zoom.png
Window x 146 to 196, y 188 to 238 µm. Cells in grey, sequential cells in the stronger grey; small squares are vias.
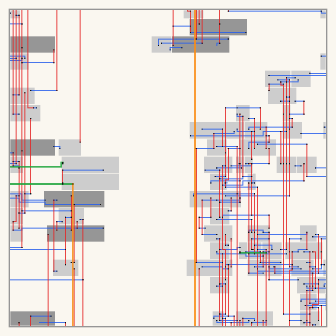
pins.png
(1.5 px per µm) Pins as bars across the die edge, other pins in grey.
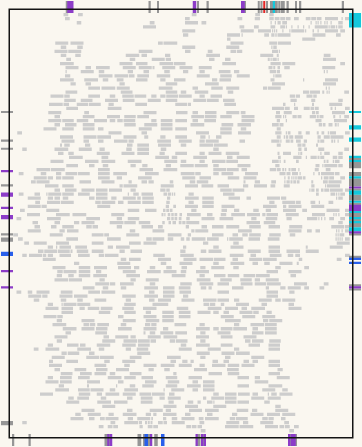
final_clocks.png
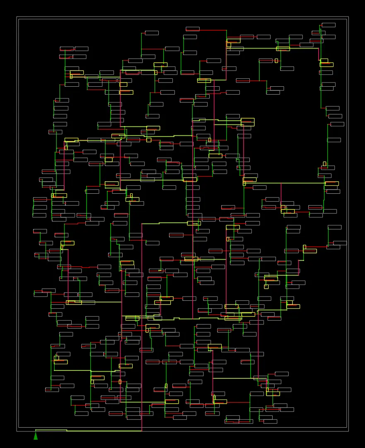
[src/rtl/palette_expander.sv]
// Indexed-colour expansion bridge: slave reads are stripe-remapped, issued as byte reads and expanded via an RGB565 palette.
// Latency: master request 1 cycle after accept; expanded response 1 cycle after avm_master_readdatavalid.
// Backpressure: waitrequest while the master request is stalled or MAX_PENDING reads are outstanding.
//
// Ports:
//   clk, reset                  single clock, asynchronous active-high reset
//   avs_slave_*                 read-only slave; readdata carries 8/BPP RGB565 pixels, MSB pixel first
//   avm_master_*                byte-read master toward framebuffer memory
//   avs_palette_*               host palette write port and registered readback
//   frame_start, commit_pending shadow-bank commit control
// Optional feature macro: PALETTE_SHADOW_EN (shadow palette bank committed on frame_start).
module palette_expander #(
    parameter int          BPP         = 4,
    parameter int          MAX_PENDING = 4,
    parameter logic [15:0] STRIPE_LEN  = 16'h1FE0,
    parameter logic [15:0] STRIPE_GAP  = 16'h0020,
    parameter int          NUM_STRIPES = 8,
    localparam int         SDW         = 128 / BPP
) (
    input  logic            clk,
    input  logic            reset,
    input  logic            avs_slave_read,
    input  logic [23:0]     avs_slave_address,
    output logic            avs_slave_waitrequest,
    output logic [SDW-1:0]  avs_slave_readdata,
    output logic            avs_slave_readdatavalid,
    output logic            avm_master_read,
    output logic [23:0]     avm_master_address,
    input  logic [7:0]      avm_master_readdata,
    input  logic            avm_master_readdatavalid,
    input  logic            avm_master_waitrequest,
    input  logic [BPP-1:0]  avs_palette_address,
    input  logic [15:0]     avs_palette_writedata,
    input  logic            avs_palette_write,
    output logic [15:0]     avs_palette_readdata,
    input  logic            frame_start,
    output logic            commit_pending
);

    localparam int         NENT     = 1 << BPP;
    localparam int         NPIX     = 8 / BPP;
    localparam logic [3:0] PEND_MAX = 4'(MAX_PENDING);

    // Reset palette: eight primary colours repeated across the table.
    function automatic logic [15:0] default_colour(input int idx);
        logic [2:0] sel;
        sel = idx[2:0];
        case (sel)
            3'd0:    return 16'h0000;
            3'd1:    return 16'hFFFF;
            3'd2:    return 16'hF800;
            3'd3:    return 16'h07E0;
            3'd4:    return 16'h001F;
            3'd5:    return 16'h07FF;
            3'd6:    return 16'hF81F;
            default: return 16'hFFE0;
        endcase
    endfunction

    // ------------------------------------------------------------------
    // State
    // ------------------------------------------------------------------
    logic            avm_read_q,  avm_read_d;
    logic [23:0]     avm_addr_q,  avm_addr_d;
    logic [3:0]      pending_q,   pending_d;
    logic            rsp_vld_q,   rsp_vld_d;
    logic [SDW-1:0]  rsp_dat_q,   rsp_dat_d;
    logic [15:0]     pal_rd_q,    pal_rd_d;
    logic            commit_q,    commit_d;
    logic [15:0]     active_q [NENT];
    logic [15:0]     active_d [NENT];

    logic            accept;
    logic            rsp_take;
    logic [15:0]     stripe_k;
    logic [15:0]     remap_lo;
    logic [SDW-1:0]  expand_dat;
    logic [BPP-1:0]  fld;

    // ------------------------------------------------------------------
    // Slave handshake
    // ------------------------------------------------------------------
    assign avs_slave_waitrequest = (avm_read_q && avm_master_waitrequest) ||
                                   (pending_q == PEND_MAX);
    assign accept   = avs_slave_read && !avs_slave_waitrequest;
    // Returns with nothing outstanding are stale (e.g. issued before a reset).
    assign rsp_take = avm_master_readdatavalid && (pending_q != 4'd0);

    // ------------------------------------------------------------------
    // Stripe remap: each crossed stripe boundary adds one gap. The
    // boundary products are 32-bit so boundaries past 64K never match.
    // ------------------------------------------------------------------
    always_comb begin
        stripe_k = 16'd0;
        for (int i = 1; i < NUM_STRIPES; i++) begin
            if ({16'd0, avs_slave_address[15:0]} >= (i * 32'(STRIPE_LEN)))
                stripe_k = stripe_k + 16'd1;
        end
        // 16-bit sum: wraps within the low field, never carries into [23:16].
        remap_lo = avs_slave_address[15:0] + stripe_k * STRIPE_GAP;
    end

    // ------------------------------------------------------------------
    // Master request and outstanding count
    // ------------------------------------------------------------------
    always_comb begin
        avm_read_d = avm_read_q;
        avm_addr_d = avm_addr_q;
        pending_d  = pending_q;
        // An accept is only possible when the previous request is not
        // stalled, so it never overwrites a held request.
        if (accept) begin
            avm_read_d = 1'b1;
            avm_addr_d = {avs_slave_address[23:16], remap_lo};
        end else if (!(avm_read_q && avm_master_waitrequest)) begin
            avm_read_d = 1'b0;
        end
        if (accept && !rsp_take)
            pending_d = pending_q + 4'd1;
        else if (!accept && rsp_take)
            pending_d = pending_q - 4'd1;
    end

    // ------------------------------------------------------------------
    // Expansion through the active bank, MSB field to MSB pixel
    // ------------------------------------------------------------------
    always_comb begin
        expand_dat = '0;
        fld        = '0;
        for (int k = 0; k < NPIX; k++) begin
            fld = avm_master_readdata[7 - k*BPP -: BPP];
            expand_dat[SDW - 1 - 16*k -: 16] = active_q[fld];
        end
        rsp_vld_d = rsp_take;
        rsp_dat_d = rsp_take ? expand_dat : rsp_dat_q;
    end

    // ------------------------------------------------------------------
    // Palette banks
    // ------------------------------------------------------------------
`ifdef PALETTE_SHADOW_EN
    logic [15:0] shadow_q [NENT];
    logic [15:0] shadow_d [NENT];
    logic        do_commit;

    // Host writes land in the shadow bank; the copy uses shadow_d so a
    // write in the commit cycle is part of the committed palette.
    always_comb begin
        shadow_d = shadow_q;
        if (avs_palette_write)
            shadow_d[avs_palette_address] = avs_palette_writedata;
        do_commit = frame_start && commit_q;
        active_d  = active_q;
        if (do_commit)
            active_d = shadow_d;
        if (do_commit)
            commit_d = 1'b0;
        else
            commit_d = commit_q || avs_palette_write;
        pal_rd_d = shadow_q[avs_palette_address];
    end

    always_ff @(posedge clk or posedge reset) begin
        if (reset) begin
            for (int i = 0; i < NENT; i++)
                shadow_q[i] <= default_colour(i);
        end else begin
            shadow_q <= shadow_d;
        end
    end
`else
    logic unused_frame_start;
    assign unused_frame_start = frame_start;

    always_comb begin
        active_d = active_q;
        if (avs_palette_write)
            active_d[avs_palette_address] = avs_palette_writedata;
        commit_d = 1'b0;
        pal_rd_d = active_q[avs_palette_address];
    end
`endif

    // ------------------------------------------------------------------
    // Registers
    // ------------------------------------------------------------------
    always_ff @(posedge clk or posedge reset) begin
        if (reset) begin
            avm_read_q <= 1'b0;
            avm_addr_q <= 24'd0;
            pending_q  <= 4'd0;
            rsp_vld_q  <= 1'b0;
            rsp_dat_q  <= '0;
            pal_rd_q   <= 16'd0;
            commit_q   <= 1'b0;
            for (int i = 0; i < NENT; i++)
                active_q[i] <= default_colour(i);
        end else begin
            avm_read_q <= avm_read_d;
            avm_addr_q <= avm_addr_d;
            pending_q  <= pending_d;
            rsp_vld_q  <= rsp_vld_d;
            rsp_dat_q  <= rsp_dat_d;
            pal_rd_q   <= pal_rd_d;
            commit_q   <= commit_d;
            active_q   <= active_d;
        end
    end

    assign avm_master_read         = avm_read_q;
    assign avm_master_address      = avm_addr_q;
    assign avs_slave_readdatavalid = rsp_vld_q;
    assign avs_slave_readdata      = rsp_dat_q;
    assign avs_palette_readdata    = pal_rd_q;
    assign commit_pending          = commit_q;

endmodule

[config.mk]
export PLATFORM = sky130hd
export DESIGN_NAME = palette_expander
export DESIGN_NICKNAME = d
export VERILOG_FILES = /design/src/rtl/palette_expander.sv
export SDC_FILE = /design/constraint.sdc
export NUM_CORES = 1
export LEC_CHECK = 0
export CORE_ASPECT_RATIO = 1.25
export CORE_UTILIZATION = 30
export CTS_CLUSTER_DIAMETER = 60
export CTS_CLUSTER_SIZE = 12
export DETAILED_ROUTE_END_ITERATION = 16
export HOLD_SLACK_MARGIN = 0.05
export PLACE_DENSITY = 0.47
export SLEW_MARGIN = 5
export SYNTH_ARGS = -nofsm -noshare
export SYNTH_HDL_FRONTEND = slang
export SYNTH_SLANG_ARGS = --single-unit
export TNS_END_PERCENT = 20
[constraint.sdc]
create_clock -name clk -period 13.8 [get_ports clk]
set_input_delay 2.76 -clock clk [delete_from_list [all_inputs] [get_ports clk]]
set_output_delay 2.76 -clock clk [all_outputs]
set_load 0.03 [all_outputs]
==> impl_report.txt <==
=== SYNTHESIS / PLACE & ROUTE SUMMARY ===
----------------------------------------------------
[Run status]
  Result of the run ........................ finished clean

[Cells and area]
  Fraction of layout instances using a drive strength above 1 ........................ 0.591
  Area grow syn2layout ........................ 17.7%
  Commonest cells after routing, fill and taps aside ........................ 290 x mux2_2, 240 x mux4_2, 206 x dfrtp_1, 128 x dfstp_2, 122 x clkdlybuf4s50_1
  Final #Nets ........................ 1,376
  Area of all placed cells without fillers ........................ 22,600 µm²
  Multi-input logic area ........................ 10,200 µm²
  Most common cell after layout, fill and taps aside ........................ mux2_2
  Register Area ........................ 8520 µm²
  Diode insertion count for antenna repair ........................ 0
  Fill cell total of the finished layout ........................ 6,031
  Number of cells in the finished layout apart from fillers ........................ 2,167

[Detailed routing]
  Total via count in the routed design ........................ 11,593
  Routed via count divided by cell count ........................ 5.35
  Remaining DRCs ........................ 0
  Routed WL ........................ 55,900 µm
  First drt pass iteration count ........................ 5
  Tally of nets with antenna violations remaining after routing ........................ 0
  Number of DRC markers after the initial detailed-route iteration ........................ 582
  Final routed wire length divided by cell count ........................ 25.8 µm

[Clocking]
  Setup bufs post-CTS ........................ 0
  Number of sinks on the clock net ........................ 334
  Root buffer cell ........................ clkbuf_16
  H-tree depth reported by CTS ........................ 2
  Clock tree from TritonCTS ........................ built
  CTS buffer count ........................ 40
  Cts repair resizes ........................ 0
  Number of buffers added to fix hold violations after cts ........................ 0
  Clock-pin slew on the worst setup and hold paths ........................ 0.06 ns
  Clock insertion delay at the later pin of the skew report ........................ 0.56 ns
  Bufs on Longest Clock Path ........................ 3

[Yosys]
  Count of library flops with an enable pin ........................ 0
  Cell total in the yosys stat output ........................ 1,197
  Chip area estimate from yosys synthesis ........................ 19,200 µm²
  Unique masters post-synth ........................ 58
  Cell count after synthesis ........................ 1,197
  #FFs+latches synth ........................ 334
  Most used DFF post-synth ........................ dfrtp_1
  Async set-reset flop share out of synthesis ........................ 1.00
  Register share after synthesis ........................ 0.444
  Area of the mapped netlist ........................ 19,200 µm²
  Warnings, synthesis ........................ 0
  Post-Syn Area per Cell ........................ 16.0 µm²

[Final timing]
  Tightest Pin Transition ........................ 1.22 ns
  Slew headroom ........................ 0.184
  Cycle use final ........................ 0.623
  Final setup fails ........................ 0
  Post-route minimum period ........................ 8.60 ns
  RSZ-0062 raised after global routing ........................ false
  Number of pins exceeding their max-slew limit in the final report ........................ 0
  Total negative setup slack ........................ 0 ns
  Hold Vio Cnt, Final ........................ 0
  Highest Clock Rate ........................ 116 MHz

[Pwr]
  Pwr/cell area ........................ 168 nW/µm²
  IR drop worst, VDD ........................ 0.0771 mV
  P_leak ........................ 8.67 nW
  Final Total Pwr ........................ 3.78 mW

[Die]
  Starting density of the core ........................ 0.304
  Die width ........................ 228 µm
  Core outline area ........................ 63,100 µm²
  Floorplan die area ........................ 64,900 µm²
  Number of top-level design ports ........................ 135
  Std cell rows ........................ 103
  Die outline height ........................ 285 µm

[Placement]
  Placed Cells ........................ 2,096
  Dpl cell area ........................ 21,300 µm²
  Port Buffer Count ........................ 132
  Routability Congestion ........................ 0.743
  Sum of net half-perimeters after detailed placement ........................ 33,600 µm

[Global routing]
  Antenna violations before repair ........................ 3
  Largest net degree at the start of global routing ........................ 169
  Gr ovfl total ........................ 0
  Global-route wire length before repair ........................ 85,100 µm
  Via count of the first global-routing pass ........................ 12,558
  Global routing usage summed across all routing layers ........................ 0.177

[Worst setup path]
  Number of cell instances on the worst register-to-register path ........................ 13
  Type of element capturing the critical path ........................ flop
  Critical path type ........................ in2reg
  Cell occurring most often along the worst timing path ........................ ha_1
  Series of cell instances along the critical path ........................ clkdlybuf4s50_1, or2_2, a311o_1, ha_1, xor2_1, ha_1, nor2_1, a41oi_2, ha_1, mux2i_2, inv_1, ha_1, a22o_1, a21o_2, ha_1, mux2_2, fa_1, a21o_1, a21o_1, a21o_1, a21o_1, a21oi_1, o21ai_0, a31oi_1
  Peak per-stage delay on the critical path ........................ 0.63 ns
  Cell with the largest stage delay on the worst path ........................ clkdlybuf4s50_1
  Maximum fanout along the worst path ........................ 12
  Critical path data required time ........................ 14.27 ns
  Data arrival time of the worst path ........................ 9.07 ns
  Startpoint Class ........................ input pin

[Run]
  Count of maximum capacitance violations ........................ 0
  Tool warnings ........................ 30

[Min path]
  Worst hold path type ........................ reg2reg
  Hold Crit Depth ........................ 2

----------------------------------------------------
About zoom.png:
- green: met3
- blue: met1
- red: met2
- orange: met4
- most frequent: xnor2_1 (5), nand2_1 (5), dfrtp_1 (5)
- netlist names of flops here include: active_q (4), pending_q (2)
- cells with their middle in the window: 57
- sequential cells in the window: 7

About pins.png:
- purple: avs_slave_readdata (pins 32; direction output; edge 10 south, 8 west, 8 north, 6 east)
- red: avm_master_readdatavalid (pins 1; direction input; edge north)
- blue: avm_master_readdata (pins 8; direction input; edge 4 south, 2 west, 2 east)
- cyan: avm_master_address (pins 24; direction output; edge 23 east, 1 north)

About final_clocks.png:
Clock Power: 1.04 mW
final sequential cell count: 334
final clock skew: 0.0136 ns

## final cells by class
type	count	area share
well taps	840	0.0466
flip-flops and latches	334	0.378
inverters	11	0.00216
multi-input cells	751	0.451
repair buffers	160	0.0667
clock inverters	16	0.00671
clock buffers	55	0.0491
## sequential cells by signal, indices dropped and copies added (netlist names)
signal and cells:
active_q 256, avs_slave_readdata 32, avm_master_address 24, avs_palette_readdata 16, pending_q 4, avm_master_read 1
avs_slave_readdatavalid 1
## synthesized netlist by cell type, drive strengths merged (2+ instances only)
cell type / number / area share
fa: 2 / 0.0021
o31ai: 4 / 0.0018
buf: 49 / 0.014
mux2: 290 / 0.17
mux4: 240 / 0.28
mux2i: 2 / 0.0012
ha: 17 / 0.011
nor2: 21 / 0.0042
nand2: 67 / 0.013
o21a: 3 / 0.0012
a21o: 8 / 0.0033
a41oi: 3 / 0.0025
nand4: 2 / 0.00098
or2: 2 / 0.00065
or3: 7 / 0.0023
nand2b: 4 / 0.0017
nor2b: 2 / 0.00065
clkbuf: 55 / 0.011
a21oi: 7 / 0.0020
dfstp: 128 / 0.18
xnor2: 14 / 0.0068
and2: 3 / 0.00098
inv: 11 / 0.0022
nand3: 5 / 0.0013
a31oi: 2 / 0.00065
nand3b: 5 / 0.0020
dfrtp: 206 / 0.27
xor2: 8 / 0.0037
o21ai: 13 / 0.0034
## logic make-up (layout without fill, tap and decap cells)
kind of cell | Yosys count | in the layout | synth area share
buffers and inverters | 115 | 242 | 0.0272
other | 1 | 4 | 0.000196
multiplexers | 532 | 532 | 0.454
AND/OR/NAND/NOR | 124 | 124 | 0.0303
AND-OR/OR-AND | 48 | 48 | 0.0189
XOR/XNOR | 23 | 23 | 0.0117
flip-flops | 334 | 334 | 0.444
adder cells (fa/ha/maj) | 20 | 20 | 0.0137
## critical path, delay by kind of cell
kind | cells | cell delay (ns)
AND-OR/OR-AND | 11 | 2.36
XOR/XNOR | 1 | 0.21
adder cells (fa/ha/maj) | 6 | 2.04
buffers and inverters | 2 | 0.70
multiplexers | 2 | 0.51
AND/OR/NAND/NOR | 2 | 0.47
## power breakdown
part / leakage [nW] / internal, mW / switching (mW) / total, mW
clock network: 0.614 / 0.602 / 0.438 / 1.04
registers: 3.86 / 1.32 / 0.206 / 1.52
logic: 4.19 / 0.685 / 0.531 / 1.22
## metrics by stage
step	util	setup slack [ns]	hold WS, ns
detailed placement	0.337	4.66	0.462
CTS	0.357	5.23	0.475
finish	0.357	5.20	0.474
floorplan	-	2.00	0.434
global placement	0.337	4.70	0.456
global route	0.357	4.69	0.488
## routing by layer
metal / part of all wire / track usage
met5: 0.00055 / 0
met3: 0.046 / 0.0323
met1: 0.42 / 0.227
met4: 0.020 / 0.0438
met2: 0.51 / 0.307
## worst paths after layout
kind / startpoint / to / slack [ns]
worst min register to register: avm_master_address[19] / avm_master_address[19] / 0.47
max in group asynchronous: reset / active_q[204] / 9.47
worst max-delay path: avs_slave_address[15] / avm_master_address[13] / 5.20
worst min-delay path: avm_master_address[19] / avm_master_address[19] / 0.47
worst max register to register: pending_q[0] / pending_q[3] / 10.41
min in group asynchronous: reset / avs_slave_readdatavalid / 2.76
Power is estimated from default activity; no workload was simulated.
